### M2 wires

Drawn at 1 px/µm.
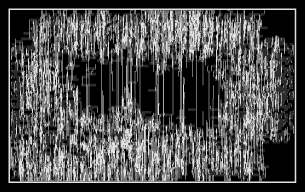
### Selected gate families

Drawn at 2 px/µm.
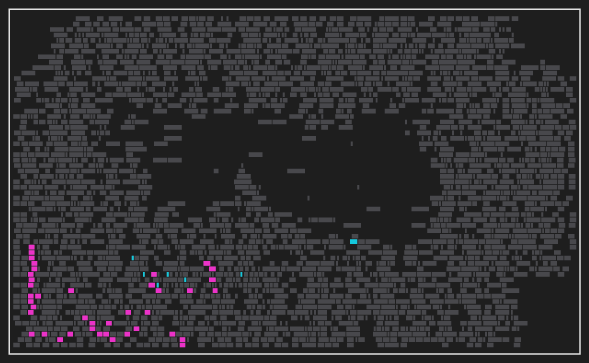
### Met3 routing

Drawn at 1 px/µm.
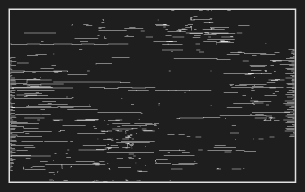
### Drive-strength map

Drawn at 2 px/µm.
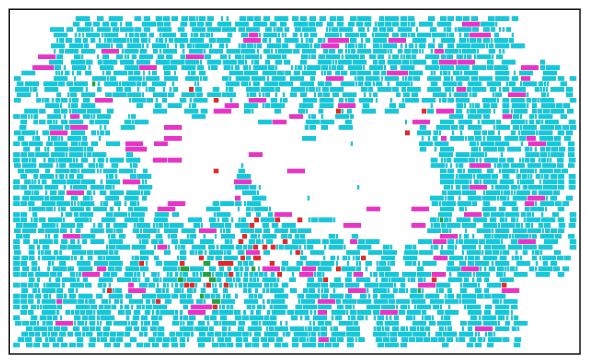
--- src/rtl/pim_cmd_sequencer.sv ---
// -----------------------------------------------------------------------------
// pim_cmd_sequencer
//
// Purpose:
//   Sits between the CPU's CFU command port and pim_model. Accepts one command
//   at a time over a valid/ready handshake and turns it into a single-cycle
//   pim_model access: word write, word read, or MAC over a row-wordline mask.
//   The mask is assembled from 32-bit chunks in an internal shadow register.
//   After the array latency the captured result is returned on a valid/ready
//   response channel.
//
// Opcodes (cmd_function_id):
//   0 WRITE      pim_addr = in0, pim_d = in1, pim_w_en pulse; response 0
//   1 READ       pim_addr = in0, no strobe; response pim_q
//   2 RWL_LOAD   shadow chunk in0 = in1 (local); response 0
//   3 MAC        pim_rwl = shadow, pim_p_en pulse; response pim_mac_out
//   4 RWL_CLEAR  shadow = 0 (local); response 0
//   5 STATS      counter read-back when PIM_SEQ_STATS_EN is defined, else illegal
//   6-7          illegal
//   Errors (bad address, bad chunk index, illegal opcode) answer 32'hFFFF_FFFF
//   without touching the array or the shadow.
//
// Ports:
//   clk, reset                 clock, synchronous active-high reset
//   cmd_valid / cmd_ready      command handshake
//   cmd_function_id            3-bit opcode
//   cmd_inputs_0/1             32-bit operands
//   rsp_valid / rsp_ready      response handshake
//   rsp_outputs_0              32-bit response data, stable while rsp_valid
//   pim_d, pim_addr, pim_rwl   array data, word address, row-wordline mask
//   pim_w_en, pim_p_en         array write / MAC strobes (one cycle each)
//   pim_q, pim_mac_out         array read data and MAC result
//
// Configuration macro:
//   PIM_SEQ_STATS_EN  adds write/MAC issue counters readable through opcode 5.
// -----------------------------------------------------------------------------
module pim_cmd_sequencer #(
    parameter int DWIDTH  = 32,
    parameter int AWIDTH  = 8,
    parameter int PWIDTH  = 32,
    parameter int PDEPTH  = 256,
    parameter int PIM_LAT = 1
) (
    input  logic              clk,
    input  logic              reset,
    input  logic              cmd_valid,
    output logic              cmd_ready,
    input  logic [2:0]        cmd_function_id,
    input  logic [31:0]       cmd_inputs_0,
    input  logic [31:0]       cmd_inputs_1,
    output logic              rsp_valid,
    input  logic              rsp_ready,
    output logic [31:0]       rsp_outputs_0,
    output logic [PWIDTH-1:0] pim_d,
    output logic [AWIDTH-1:0] pim_addr,
    output logic [PDEPTH-1:0] pim_rwl,
    output logic              pim_w_en,
    output logic              pim_p_en,
    input  logic [PWIDTH-1:0] pim_q,
    input  logic [DWIDTH-1:0] pim_mac_out
);

    localparam int NCHUNK = PDEPTH / 32;
    // Wait counter holds PIM_LAT-1; keep it at least one bit wide.
    localparam int CW     = (PIM_LAT > 1) ? $clog2(PIM_LAT) : 1;

    typedef enum logic [2:0] {
        OP_WRITE     = 3'd0,
        OP_READ      = 3'd1,
        OP_RWL_LOAD  = 3'd2,
        OP_MAC       = 3'd3,
        OP_RWL_CLEAR = 3'd4,
        OP_STATS     = 3'd5,
        OP_ILL6      = 3'd6,
        OP_ILL7      = 3'd7
    } op_e;

    typedef enum logic [1:0] {
        S_IDLE,
        S_ISSUE,
        S_WAIT,
        S_RESP
    } state_e;

    state_e              state_q;
    op_e                 op_q;
    logic                cmd_ready_q;
    logic                rsp_valid_q;
    logic [31:0]         rsp_data_q;
    logic [PWIDTH-1:0]   pim_d_q;
    logic [AWIDTH-1:0]   pim_addr_q;
    logic [PDEPTH-1:0]   pim_rwl_q;
    logic                pim_w_en_q;
    logic                pim_p_en_q;
    logic [PDEPTH-1:0]   shadow_q;
    logic [PDEPTH-1:0]   shadow_d;
    logic [CW-1:0]       wait_cnt_q;
`ifdef PIM_SEQ_STATS_EN
    logic [31:0]         write_cnt_q;
    logic [31:0]         mac_cnt_q;
`endif

    // Command decode, evaluated on the raw inputs in the accept cycle.
    op_e                 cmd_op;
    logic                accept;
    logic                addr_ok;
    logic                chunk_ok;
    logic                dec_pim;
    logic                dec_err;
    logic [31:0]         dec_rsp;

    assign cmd_op   = op_e'(cmd_function_id);
    // cmd_ready_q is only ever high in IDLE, so it alone qualifies the accept.
    assign accept   = cmd_valid & cmd_ready_q;
    assign addr_ok  = (cmd_inputs_0 >> AWIDTH) == 32'd0;
    assign chunk_ok = cmd_inputs_0 < 32'(NCHUNK);

    // NOTE: every variable driven here gets a default before the case so that
    // no path leaves it unassigned, which would otherwise infer a latch.
    always_comb begin
        dec_pim = 1'b0;
        dec_err = 1'b0;
        dec_rsp = 32'd0;
        case (cmd_op)
            OP_WRITE,
            OP_READ: begin
                if (addr_ok) dec_pim = 1'b1;
                else         dec_err = 1'b1;
            end
            OP_RWL_LOAD: begin
                if (!chunk_ok) dec_err = 1'b1;
            end
            OP_MAC: begin
                dec_pim = 1'b1;
            end
            OP_RWL_CLEAR: begin
                dec_rsp = 32'd0;
            end
            OP_STATS: begin
`ifdef PIM_SEQ_STATS_EN
                dec_rsp = cmd_inputs_0[0] ? mac_cnt_q : write_cnt_q;
`else
                dec_err = 1'b1;
`endif
            end
            default: begin
                dec_err = 1'b1;
            end
        endcase
        if (dec_err) dec_rsp = 32'hFFFF_FFFF;
    end

    // Shadow mask next state: only legal RWL_LOAD / RWL_CLEAR accepts modify it.
    always_comb begin
        shadow_d = shadow_q;
        if (state_q == S_IDLE && accept && !dec_err) begin
            if (cmd_op == OP_RWL_LOAD) begin
                for (int c = 0; c < NCHUNK; c++) begin
                    if (cmd_inputs_0 == 32'(c)) shadow_d[c*32 +: 32] = cmd_inputs_1;
                end
            end else if (cmd_op == OP_RWL_CLEAR) begin
                shadow_d = '0;
            end
        end
    end

    // NOTE: state registers use non-blocking assignments only, so every
    // right-hand side sees the pre-edge value regardless of statement order.
    always_ff @(posedge clk) begin
        if (reset) begin
            state_q     <= S_IDLE;
            op_q        <= OP_WRITE;
            cmd_ready_q <= 1'b1;
            rsp_valid_q <= 1'b0;
            rsp_data_q  <= 32'd0;
            pim_d_q     <= '0;
            pim_addr_q  <= '0;
            pim_rwl_q   <= '0;
            pim_w_en_q  <= 1'b0;
            pim_p_en_q  <= 1'b0;
            // NOTE: the shadow mask is a plain register, not a RAM, and must be
            // cleared by reset so a MAC after reset never drives a stale mask.
            shadow_q    <= '0;
            wait_cnt_q  <= '0;
`ifdef PIM_SEQ_STATS_EN
            write_cnt_q <= 32'd0;
            mac_cnt_q   <= 32'd0;
`endif
        end else begin
            shadow_q <= shadow_d;
            case (state_q)
                S_IDLE: begin
                    if (accept) begin
                        op_q        <= cmd_op;
                        cmd_ready_q <= 1'b0;
                        if (dec_pim) begin
                            // Array outputs are loaded here so they are valid
                            // throughout the ISSUE cycle that follows.
                            state_q    <= S_ISSUE;
                            pim_w_en_q <= (cmd_op == OP_WRITE);
                            pim_p_en_q <= (cmd_op == OP_MAC);
                            if (cmd_op != OP_MAC) pim_addr_q <= AWIDTH'(cmd_inputs_0);
                            if (cmd_op == OP_WRITE) pim_d_q <= PWIDTH'(cmd_inputs_1);
                            if (cmd_op == OP_MAC) pim_rwl_q <= shadow_q;
                        end else begin
                            // Local and error ops answer straight away.
                            state_q     <= S_RESP;
                            rsp_valid_q <= 1'b1;
                            rsp_data_q  <= dec_rsp;
                        end
                    end
                end
                S_ISSUE: begin
                    // Drop everything after one cycle; the mask in particular
                    // must not linger outside the MAC issue cycle.
                    pim_d_q    <= '0;
                    pim_addr_q <= '0;
                    pim_rwl_q  <= '0;
                    pim_w_en_q <= 1'b0;
                    pim_p_en_q <= 1'b0;
                    wait_cnt_q <= CW'(PIM_LAT - 1);
                    state_q    <= S_WAIT;
`ifdef PIM_SEQ_STATS_EN
                    if (op_q == OP_WRITE) write_cnt_q <= write_cnt_q + 32'd1;
                    if (op_q == OP_MAC)   mac_cnt_q   <= mac_cnt_q + 32'd1;
`endif
                end
                S_WAIT: begin
                    if (wait_cnt_q == '0) begin
                        case (op_q)
                            OP_READ: rsp_data_q <= 32'(pim_q);
                            OP_MAC:  rsp_data_q <= 32'(pim_mac_out);
                            default: rsp_data_q <= 32'd0;
                        endcase
                        rsp_valid_q <= 1'b1;
                        state_q     <= S_RESP;
                    end else begin
                        wait_cnt_q <= wait_cnt_q - CW'(1);
                    end
                end
                S_RESP: begin
                    if (rsp_ready) begin
                        rsp_valid_q <= 1'b0;
                        cmd_ready_q <= 1'b1;
                        state_q     <= S_IDLE;
                    end
                end
                default: begin
                    state_q <= S_IDLE;
                end
            endcase
        end
    end

    assign cmd_ready     = cmd_ready_q;
    assign rsp_valid     = rsp_valid_q;
    assign rsp_outputs_0 = rsp_data_q;
    assign pim_d         = pim_d_q;
    assign pim_addr      = pim_addr_q;
    assign pim_rwl       = pim_rwl_q;
    assign pim_w_en      = pim_w_en_q;
    assign pim_p_en      = pim_p_en_q;

endmodule

--- config.mk ---
export PLATFORM = sky130hd
export DESIGN_NAME = pim_cmd_sequencer
export DESIGN_NICKNAME = d
export VERILOG_FILES = /design/src/rtl/pim_cmd_sequencer.sv
export SDC_FILE = /design/constraint.sdc
export NUM_CORES = 1
export LEC_CHECK = 0
export CORE_ASPECT_RATIO = 0.6
export CORE_UTILIZATION = 44
export DETAILED_ROUTE_END_ITERATION = 8
export MAX_ROUTING_LAYER = met4
export PLACE_DENSITY = 0.8
export SYNTH_ARGS = -nofsm -noshare
export SYNTH_HDL_FRONTEND = slang
export SYNTH_SLANG_ARGS = --single-unit
--- constraint.sdc ---
create_clock -name clk -period 3.85 [get_ports clk]
set_input_delay 0.77 -clock clk [delete_from_list [all_inputs] [get_ports clk]]
set_output_delay 0.77 -clock clk [all_outputs]
set_load 0.05 [all_outputs]
==> notes.md <==
flow finished, numbers: final setup margin 0.799 ns, hold crit path type reg -> reg, Top cell by count, worst path buf_4, Unique masters post-synth 38, Die W around 280 µm, Tcrit/Tclk final 0.792, Simple Share, Synth 0.131, Core Density at Floorplan 0.451, share of cells above drive strength 1 0.0551, Area Growth Syn to Fin 34.0%, 1st-pass router iterations 6, drt via density 5.66, ys async rst share 0, Buf/Inv on CP 3, # port buffers 466, # diodes 0, Num CTS Buffers between 50 and 60, status complete, no violations, H-tree depth 2, Max-area cell share 0.563, clock-pin slew on the worst setup and hold paths 0.07 ns, end-of-flow core utilization 0.604, yosys aoi share 0.148
Notes on 'M2 wires' above:
2353 nets have wire on it. The layer holds 47% of the routed length. The wires run mostly vertical. The longest straight run is 129 µm. The layer carries 31.6 mm of wire.

Notes on 'Selected gate families' above:
Key: AND-OR and OR-AND gates = magenta [cells 40, most used a22o_1, where south-west]; inverters = cyan [cells 7, most used inv_1]

Notes on 'Met3 routing' above:
The layer holds 6.9% of the routed length. 353 nets have wire on it. The wires run mostly horizontal. The layer carries 4650 µm of wire. The longest straight run is 66.9 µm.

Notes on 'Drive-strength map' above:
Key: _6 and larger = magenta [cells 93, most used clkbuf_16]; _0 and _1 cells = cyan [cells 2435, most used dfxtp_1]; _2 cells = green [cells 11, most used clkinv_2]; _3 and _4 cells = red [cells 38, most used buf_4]

layer usage:
layer | part of all wire | wire length, µm | track usage
met2 | 0.47 | 31600 | 0.434
met3 | 0.069 | 4650 | 0.0447
met4 | 0.029 | 1940 | 0.0844
met5 | 0 | 0 | -
met1 | 0.43 | 29000 | 0.353
flip-flops by register name (all words and copies together), names as in the netlist:
signal and flops:
pim_rwl 256, shadow_q 256, pim_d 32, rsp_outputs_0 32, pim_addr 8, op_q 3, state_q 2, cmd_ready 1
pim_p_en 1, pim_w_en 1, rsp_valid 1
report_power, final:
part	leakage [nW]	internal, mW	total (mW)	switching [mW]
Combinational	5.82	0.840	2.66	1.82
Clock	0.881	3.24	5.57	2.33
Sequential	4.78	6.33	6.44	0.116
Total	11.5	10.4	14.7	4.27
Power is estimated from default activity; no workload was simulated.
